**src/rtl/bcd_pkg.sv**
```systemverilog
// Shared constants for the cascaded BCD counter: digit width and the
// default terminal value of a single decimal digit.
package bcd_pkg;

  localparam int DIGIT_W       = 4;
  localparam int DIGIT_MAX_DEF = 9;

  typedef logic [DIGIT_W-1:0] digit_t;

endpackage

```
**src/rtl/bcd_digit.sv**
```systemverilog
// One decimal digit of the counter chain. The digit steps when step_in is
// high, rolls over at its range ends and tells the next digit to step
// through step_out. Loads are clamped to the digit's legal range.
module bcd_digit
  import bcd_pkg::*;
#(
  parameter int DIGIT_MAX = DIGIT_MAX_DEF
) (
  input  logic               clk,
  input  logic               rstn,
  input  logic               step_in,
  input  logic               up,
  input  logic               load,
  input  logic [DIGIT_W-1:0] load_digit,
  input  logic               sat_hold,
  output logic [DIGIT_W-1:0] digit,
  output logic               step_out
);

  localparam digit_t MAX_D = digit_t'(DIGIT_MAX);

  // Out-of-range load digits are pinned to the top of the digit range.
  function automatic digit_t clamp_digit(input digit_t d);
    return (d > MAX_D) ? MAX_D : d;
  endfunction

  logic at_end;

  // Digit sits at the end of its range for the current direction.
  always_comb begin
    at_end = up ? (digit == MAX_D) : (digit == '0);
  end

  // Carry/borrow to the next digit depends only on the registered digit,
  // so the chain never loops back through count.
  assign step_out = step_in & at_end;

  // Digit register: reset > load > step (unless the chain is saturated) > hold.
  always_ff @(posedge clk) begin
    if (!rstn) begin
      digit <= '0;
    end else if (load) begin
      digit <= clamp_digit(load_digit);
    end else if (step_in && !sat_hold) begin
      if (up) begin
        digit <= at_end ? '0 : digit + digit_t'(1);
      end else begin
        digit <= at_end ? MAX_D : digit - digit_t'(1);
      end
    end
  end

endmodule

```
**src/rtl/bcd_counter_chain.sv**
```systemverilog
// Cascaded up/down BCD counter with load, wrap or saturate at the range
// ends, a combinational terminal-count flag and a registered wrap pulse.
module bcd_counter_chain
  import bcd_pkg::*;
#(
  parameter int NUM_DIGITS = 4,
  parameter int DIGIT_MAX  = DIGIT_MAX_DEF
) (
  input  logic                        clk,
  input  logic                        rstn,
  input  logic                        en,
  input  logic                        up,
  input  logic                        sat,
  input  logic                        load,
  input  logic [DIGIT_W*NUM_DIGITS-1:0] load_val,
  output logic [DIGIT_W*NUM_DIGITS-1:0] count,
  output logic                        tc,
  output logic                        wrap
);

  localparam digit_t MAX_D = digit_t'(DIGIT_MAX);

  // step[i] is the step request into digit i; step[NUM_DIGITS] means the
  // whole chain is at its terminal value while enabled.
  logic [NUM_DIGITS:0]   step;
  logic [NUM_DIGITS-1:0] at_term;
  logic                  sat_hold;

  assign step[0] = en;

  genvar i;
  generate
    for (i = 0; i < NUM_DIGITS; i++) begin : g_digit
      assign at_term[i] = up ? (count[i*DIGIT_W +: DIGIT_W] == MAX_D)
                             : (count[i*DIGIT_W +: DIGIT_W] == '0);

      bcd_digit #(
        .DIGIT_MAX (DIGIT_MAX)
      ) u_digit (
        .clk        (clk),
        .rstn       (rstn),
        .step_in    (step[i]),
        .up         (up),
        .load       (load),
        .load_digit (load_val[i*DIGIT_W +: DIGIT_W]),
        .sat_hold   (sat_hold),
        .digit      (count[i*DIGIT_W +: DIGIT_W]),
        .step_out   (step[i+1])
      );
    end
  endgenerate

  // Terminal value is decoded from the registered count and the live up
  // input only; en does not gate it.
  assign tc       = &at_term;
  assign sat_hold = sat & tc;

  // Wrap flag: set only by an enabled, non-saturating step from terminal.
  always_ff @(posedge clk) begin
    if (!rstn) begin
      wrap <= 1'b0;
    end else begin
      wrap <= ~load & step[NUM_DIGITS] & ~sat;
    end
  end

endmodule

```
**config.mk**
```make
export PLATFORM = sky130hd
export DESIGN_NAME = bcd_counter_chain
export DESIGN_NICKNAME = d
export VERILOG_FILES = /design/src/rtl/bcd_pkg.sv /design/src/rtl/bcd_digit.sv /design/src/rtl/bcd_counter_chain.sv
export SDC_FILE = /design/constraint.sdc
export NUM_CORES = 1
export LEC_CHECK = 0
export ABC_AREA = 1
export CORE_ASPECT_RATIO = 1.5
export CORE_MARGIN = 2
export CORE_UTILIZATION = 37
export CTS_CLUSTER_DIAMETER = 120
export DETAILED_ROUTE_END_ITERATION = 8
export PLACE_DENSITY = 0.62
export SYNTH_ARGS = -nofsm -noshare
export SYNTH_HDL_FRONTEND = slang
export SYNTH_SLANG_ARGS = --single-unit
```
**constraint.sdc**
```tcl
create_clock -name clk -period 1.93 [get_ports clk]
set_input_delay 0.193 -clock clk [delete_from_list [all_inputs] [get_ports clk]]
set_output_delay 0.193 -clock clk [all_outputs]
set_load 0.02 [all_outputs]
```
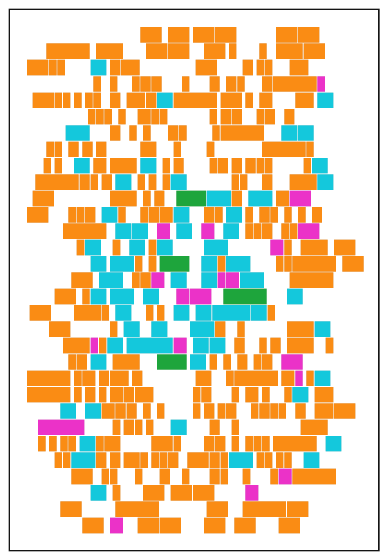
Figure 1: run 1, drive-strength map.
Green marks _6 and larger, cells 4, share 1.1%, most used clkbuf_8. Magenta marks _2 cells, cells 19, share 5.2%, most used nand2_2. Orange marks _0 and _1 cells, cells 282, share 77%, most used nand2_1. Cyan marks _3 and _4 cells, cells 63, share 17%, most used buf_4.

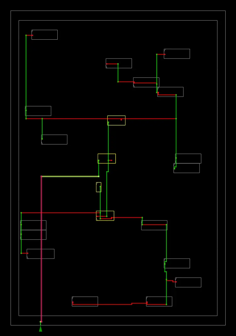
Figure 2: run 1, clock wiring as the flow saved it.
clock buffers created by TritonCTS: 3
Post-Route Skew: 0.001250 ns
sequential cell count: 17
Clock group: 0.000287 W

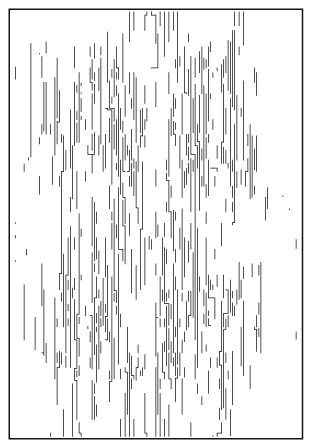
Figure 3: run 1, met2 routing.
The layer carries 2580 µm of wire. The layer holds 53% of the routed length. 306 nets have wire on it.
WL final: 4.840 mm
via count of the routed design: 2032
met2 track demand over resource: 32.27%

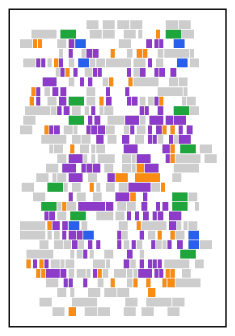
Figure 4: run 1, gate-type map.
Green marks fa/ha/maj cells, cells 12. Purple marks nand cells, cells 125. Orange marks nor cells, cells 45, where spread over the die. Blue marks xor and xnor cells, cells 8.
logic share of the area: 49.10%
tally of non-filler cells in the final layout: 434
top logic cell by instance count in the layout: nand2_1

==> notes.md, run 1 <==
run metrics: run status finished clean, fraction of registers with async set or reset after synthesis 0%, top power consumer group combinational logic, Top Usage Layer GRT met2, number of warnings printed during yosys synthesis 0, Required @ worst endpoint between 2 and 2.5 ns, count of hold-fix buffers inserted at cts 0, largest stage delay on the critical path 0.31 ns, IO Port Bufs 39, post-synth area from yosys stat approximately 1800 µm², worst hold slack about 0.55 ns, r2r endpoint g_digit[3].u_digit.digit[0]$_SDFFE_PN0P_, flops out of synthesis 17, Power Density 530.8 nW/µm², number of max-cap violations 0, Cell Chain, Critical Path inv_1 > ha_1 > inv_1 > nor2_1 > nand2_1 > nand2_4 > buf_4 > nand3_1 > nor2_2 > nand2_4 > o21ai_0 > nor2_1, portion of synthesized cell area occupied by the leading cell type 18.73%, number of clock sinks 17, smallest setup slack after layout 0.1500 ns, ant diodes 0, average via count per standard cell ~4.7, number of standard cells reported by yosys 284, post-synthesis average cell area around 6.4 µm², area taken by flip-flops and latches around 340 µm², # Taps approximately 66, met3 GRT Util 1.439%, GRT Total Usage 18.69%, Root Buffer Master clkbuf_8, final number of setup-violating endpoints 0, category of the worst setup path launch point flip-flop, power share of the combinational group about half, Remaining DRCs 0, Comb power 0.000705 W, pin count of the biggest net entering global routing 22, post-synthesis cell type with the largest instance count nand2_1, largest registers in the final layout g_digit.u_digit.digit (16), wrap (1), post-place instance area 2586 µm², arrival time of data at the critical path endpoint 1.93 ns, number of inverters outside the clock class in the layout 34, Highest Clock Rate 0.5618 GHz, Area contributors post-synth dfxtp_1, nand2_1, nand3_1, fraction of layout cells with a size suffix above 1 23.37%, Basic Gates by Area 48.28%, Critical Path Slowest Stage Cell dfxtp_1, synth unique cells 28, Routed met3 length 62 µm, internal reg-to-reg setup slack 0.15 ns, pins over their slew limit 0, cell class contributing the biggest share of worst-path delay simple AND/OR/NAND/NOR gates, critical register-to-register path startpoint g_digit[0].u_digit.digit[1]$_SDFFE_PN0P_, Crit. path cell count 12, Max Buffers Root-to-Sink 2, Synth logic family simple AND/OR/NAND/NOR gates, number of rows created at floorplan 31, power share of the sequential group between 20 and 30%, number of ports placed on the die boundary 40, Synth Flop Type dfxtp_1, fraction of area in registers about an eighth, Non-Clock Buffer Area Fraction 28.31%, Layout area overhead 45.45%, violation count after the first detailed-routing iteration 50, beginning of the worst hold path g_digit[2].u_digit.digit[3]$_SDFFE_PN0P_, Adder Share, Synth 8.264%, startpoint-to-endpoint class of the critical path reg2reg, starting utilization of the core area between 30% and 40%, number of buffer and inverter instances along the worst setup path 3, top cells by count nand2_1, nor2_1, nand3_1, inv_1, dfxtp_1, number of hold-slack violations in the final timing report 0, Syn Nets 318, Net Sw Frac 37.89%, type of the most critical hold path reg2reg, register name with the most flops g_digit.u_digit.digit, final total power 0.001403 W, vertical extent of the die 89.82 µm, count of clock-net buffers in the final layout 4, timing endpoint of the critical path g_digit[3].u_digit.digit[0]$_SDFFE_PN0P_, number of multi-input combinational cells 226, average wire per standard cell roughly 11 µm, clock-cell share of area under 10%, number of flip-flops under the largest register name 16, clock power share 20.4%, xor/xnor share 3.857%, global-route wire length before repair 8.155 mm, number of cell instances on the worst register-to-register path 12, weighted congestion reported at the end of routability-driven placement between 0.8 and 0.9, clock-pin slew of the registers on the worst-case setup and hold paths 0.08 ns, final critical path time including I/O delays and setup 1.780 ns, sequential cell area fraction in the yosys report between 10% and 20%, Post-synth EDFFs 0, met2 routed wirelength 2.580 mm, peak ir drop on the vdd network approximately 0.28 mV, launching instance or port of the critical path g_digit[0].u_digit.digit[1]$_SDFFE_PN0P_, count of filler cells inserted in the layout 502, Non-Clock Buffer Count 87, top cell category combinational gates, quantity of gates resized following cts 4, capturing element type of the critical path flip-flop, Log Warnings 34, Internal Power 0.0008712 W, Latency at later pin 0.26 ns, post-synthesis share of cell area spent on and-or and or-and gates between 10 and 15%, setup tns final 0 ns, wire length on met1 roughly 2.1 mm, routing usage on met1 23.31%, summed area of non-filler cells in the final layout between 2000 and 3000 µm², top layer reached by signal wires met4, horizontal die dimension 61.22 µm, via count of the first global-routing pass 1938, Die ar. 5498 µm², net switching power 0.0005316 W, Mux area share 0%, worst-margin pin slew 0.3603 ns, cell total after placement about 430, Post-Synthesis Cell Area 1817 µm², Post-Syn Instances 284, Period Utilization, post-route approximately 90%, number of nets in the layout 403, depth of the CTS H-tree 1, number of antenna violations at the first check in global routing 0, Cells on Worst Hold Path 2, power consumed by sequential cells between 0.0004 and 0.0005 W, Core Region about 4800 µm², leakage component of the power 1.301 nW, placement-stage worst setup slack -0.2535 ns, number of detailed-routing iterations run before antenna repair 4, gr ovfl total 0, number of nets still failing antenna checks after routing 0, Max-Slew Margin vs Limit around 76%, final standard cell utilization of the core 55.39%, CTS tree yes, Min-Delay Endpoint g_digit[2].u_digit.digit[3]$_SDFFE_PN0P_, post-CTS setup buffer count 0, area occupied by multi-input gates 1297 µm², Crit Path Max Fanout 4, Top Layout Cells nand2_1, buf_4, clkdlybuf4s50_1, nor2_1, nand3_1, HPWL after detailed placement 3.949 mm, area leader, netlist dfxtp_1
## Run 2: what changed since run 1
--- a/config.mk
+++ b/config.mk
@@ -6,7 +6,7 @@
 export NUM_CORES = 1
 export LEC_CHECK = 0
 export ABC_AREA = 1
-export CORE_ASPECT_RATIO = 1.5
+export CORE_ASPECT_RATIO = 1.2
 export CORE_MARGIN = 2
 export CORE_UTILIZATION = 37
 export CTS_CLUSTER_DIAMETER = 120
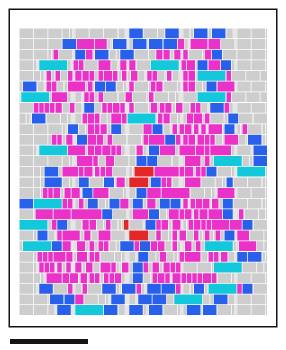
Figure 5: run 2, placed cells, one color a class.
Scale bar: 20 µm. Fill, decap, tap and diode cells in gray.
Red marks clock drivers and dummy loads, cells 4, share of their area 1.8%. Cyan marks sequential cells, cells 17, share of their area 13%. Magenta marks combinational and other logic, cells 260, share of their area 56%. Blue marks remaining buffers and delay cells, cells 86, share of their area 29%.
number of rows created at floorplan: 27
final standard cell utilization of the core: 56.44%
summed area of non-filler cells in the final layout: 2631 µm²

==> run 2 against run 1 <==
Compared with the run above: worst setup slack better by 0.024 ns; sequential cell count did not move; final cell count decreased by 2.1%; die size is 0.17% lower; combinational power hardly changed; clock power about the same; total power hardly changed; count of clock-buffer cells in the layout stayed put; register-to-register slack better by 0.02 ns; critical path type unchanged; highest routed layer unchanged.
==> notes.md, run 2 <==
run metrics: Required @ worst endpoint 2.08 ns, synth unique cells 28, # Taps 58, type of the most critical hold path reg2reg, run status finished clean, final number of setup-violating endpoints 0, number of max-cap violations 0, number of detailed-routing iterations run before antenna repair 4, number of warnings printed during yosys synthesis 0, Syn Nets 318, smallest setup slack after layout approximately 0.17 ns, CTS tree yes, register name with the most flops g_digit.u_digit.digit, cell total after placement 421, vertical extent of the die 80.76 µm, Top Usage Layer GRT met2, pin count of the biggest net entering global routing 20, cell class contributing the biggest share of worst-path delay simple AND/OR/NAND/NOR gates, via count of the routed design 2053, Crit. path cell count 12, top cells by count nand2_1, nor2_1, nand3_1, inv_1, dfxtp_1, wire length on met1 2.154 mm, Synth logic family simple AND/OR/NAND/NOR gates, IO Port Bufs 39, Power Density 533.4 nW/µm², met2 track demand over resource 32.33%, clock buffers created by TritonCTS 3, peak ir drop on the vdd network 0.2943 mV, met2 routed wirelength 2.394 mm, category of the worst setup path launch point flip-flop, depth of the CTS H-tree 1, fraction of registers with async set or reset after synthesis 0%, top layer reached by signal wires met4, Non-Clock Buffer Area Fraction 28.15%, number of flip-flops under the largest register name 16, number of nets still failing antenna checks after routing 0, Internal Power 0.0008705 W, Post-Synthesis Cell Area 1817 µm², startpoint-to-endpoint class of the critical path reg2reg, number of clock sinks 17, horizontal die dimension 67.97 µm, top logic cell by instance count in the layout nand2_1, Root Buffer Master clkbuf_8, weighted congestion reported at the end of routability-driven placement 0.8554, WL final just under 5 mm, timing endpoint of the critical path g_digit[3].u_digit.digit[3]$_SDFFE_PN0P_, Cell Chain, Critical Path inv_1 > ha_2 > nand3_2 > nand2_4 > nand2_4 > buf_4 > nor2_8 > nand3_4 > nand2_4 > nand2_4 > nor2_1 > nor2_2, leakage component of the power around 1.3 nW, final total power 0.001404 W, power consumed by sequential cells 0.000410 W, post-CTS setup buffer count 0, Post-synth EDFFs 0, Post-Route Skew 0.003307 ns, r2r endpoint g_digit[3].u_digit.digit[3]$_SDFFE_PN0P_, placement-stage worst setup slack -0.2834 ns, post-synthesis share of cell area spent on and-or and or-and gates between 10% and 20%, Highest Clock Rate 0.5693 GHz, Post-Syn Instances 284, Remaining DRCs 0, number of buffer and inverter instances along the worst setup path 2, clock-pin slew of the registers on the worst-case setup and hold paths ~0.080 ns, pins over their slew limit 0, number of hold-slack violations in the final timing report 0, Period Utilization, post-route 91.01%, final critical path time including I/O delays and setup 1.756 ns, Comb power between 0.0007 and 0.0008 W, Latency at later pin between 0.2 and 0.3 ns, GRT Total Usage 18.94%, Top Layout Cells nand2_1, buf_4, clkdlybuf4s50_1, nor2_1, nand3_1, net switching power 0.0005331 W, fraction of area in registers 12.93%, violation count after the first detailed-routing iteration roughly 110, Die ar. 5489 µm², number of ports placed on the die boundary 40, average wire per standard cell 11.40 µm, Routed met3 length around 170 µm, count of clock-net buffers in the final layout 4, number of standard cells reported by yosys approximately 280, via count of the first global-routing pass 1904, internal reg-to-reg setup slack around 0.17 ns, number of inverters outside the clock class in the layout 34, Critical Path Slowest Stage Cell dfxtp_1, arrival time of data at the critical path endpoint 1.91 ns, number of multi-input combinational cells 226, number of cell instances on the worst register-to-register path 12, routing usage on met1 24.09%, Basic Gates by Area 48.28%, logic share of the area 49.60%, largest registers in the final layout g_digit.u_digit.digit (16), wrap (1), fraction of layout cells with a size suffix above 1 23.98%, Non-Clock Buffer Count 86, Core Region between 4000 and 5000 µm², ant diodes 0, clock power share between 20% and 30%, Clock group 0.000286 W, largest stage delay on the critical path 0.34 ns, portion of synthesized cell area occupied by the leading cell type 18.73%
Power figures rest on the tool's default switching activity, not on a simulated workload.
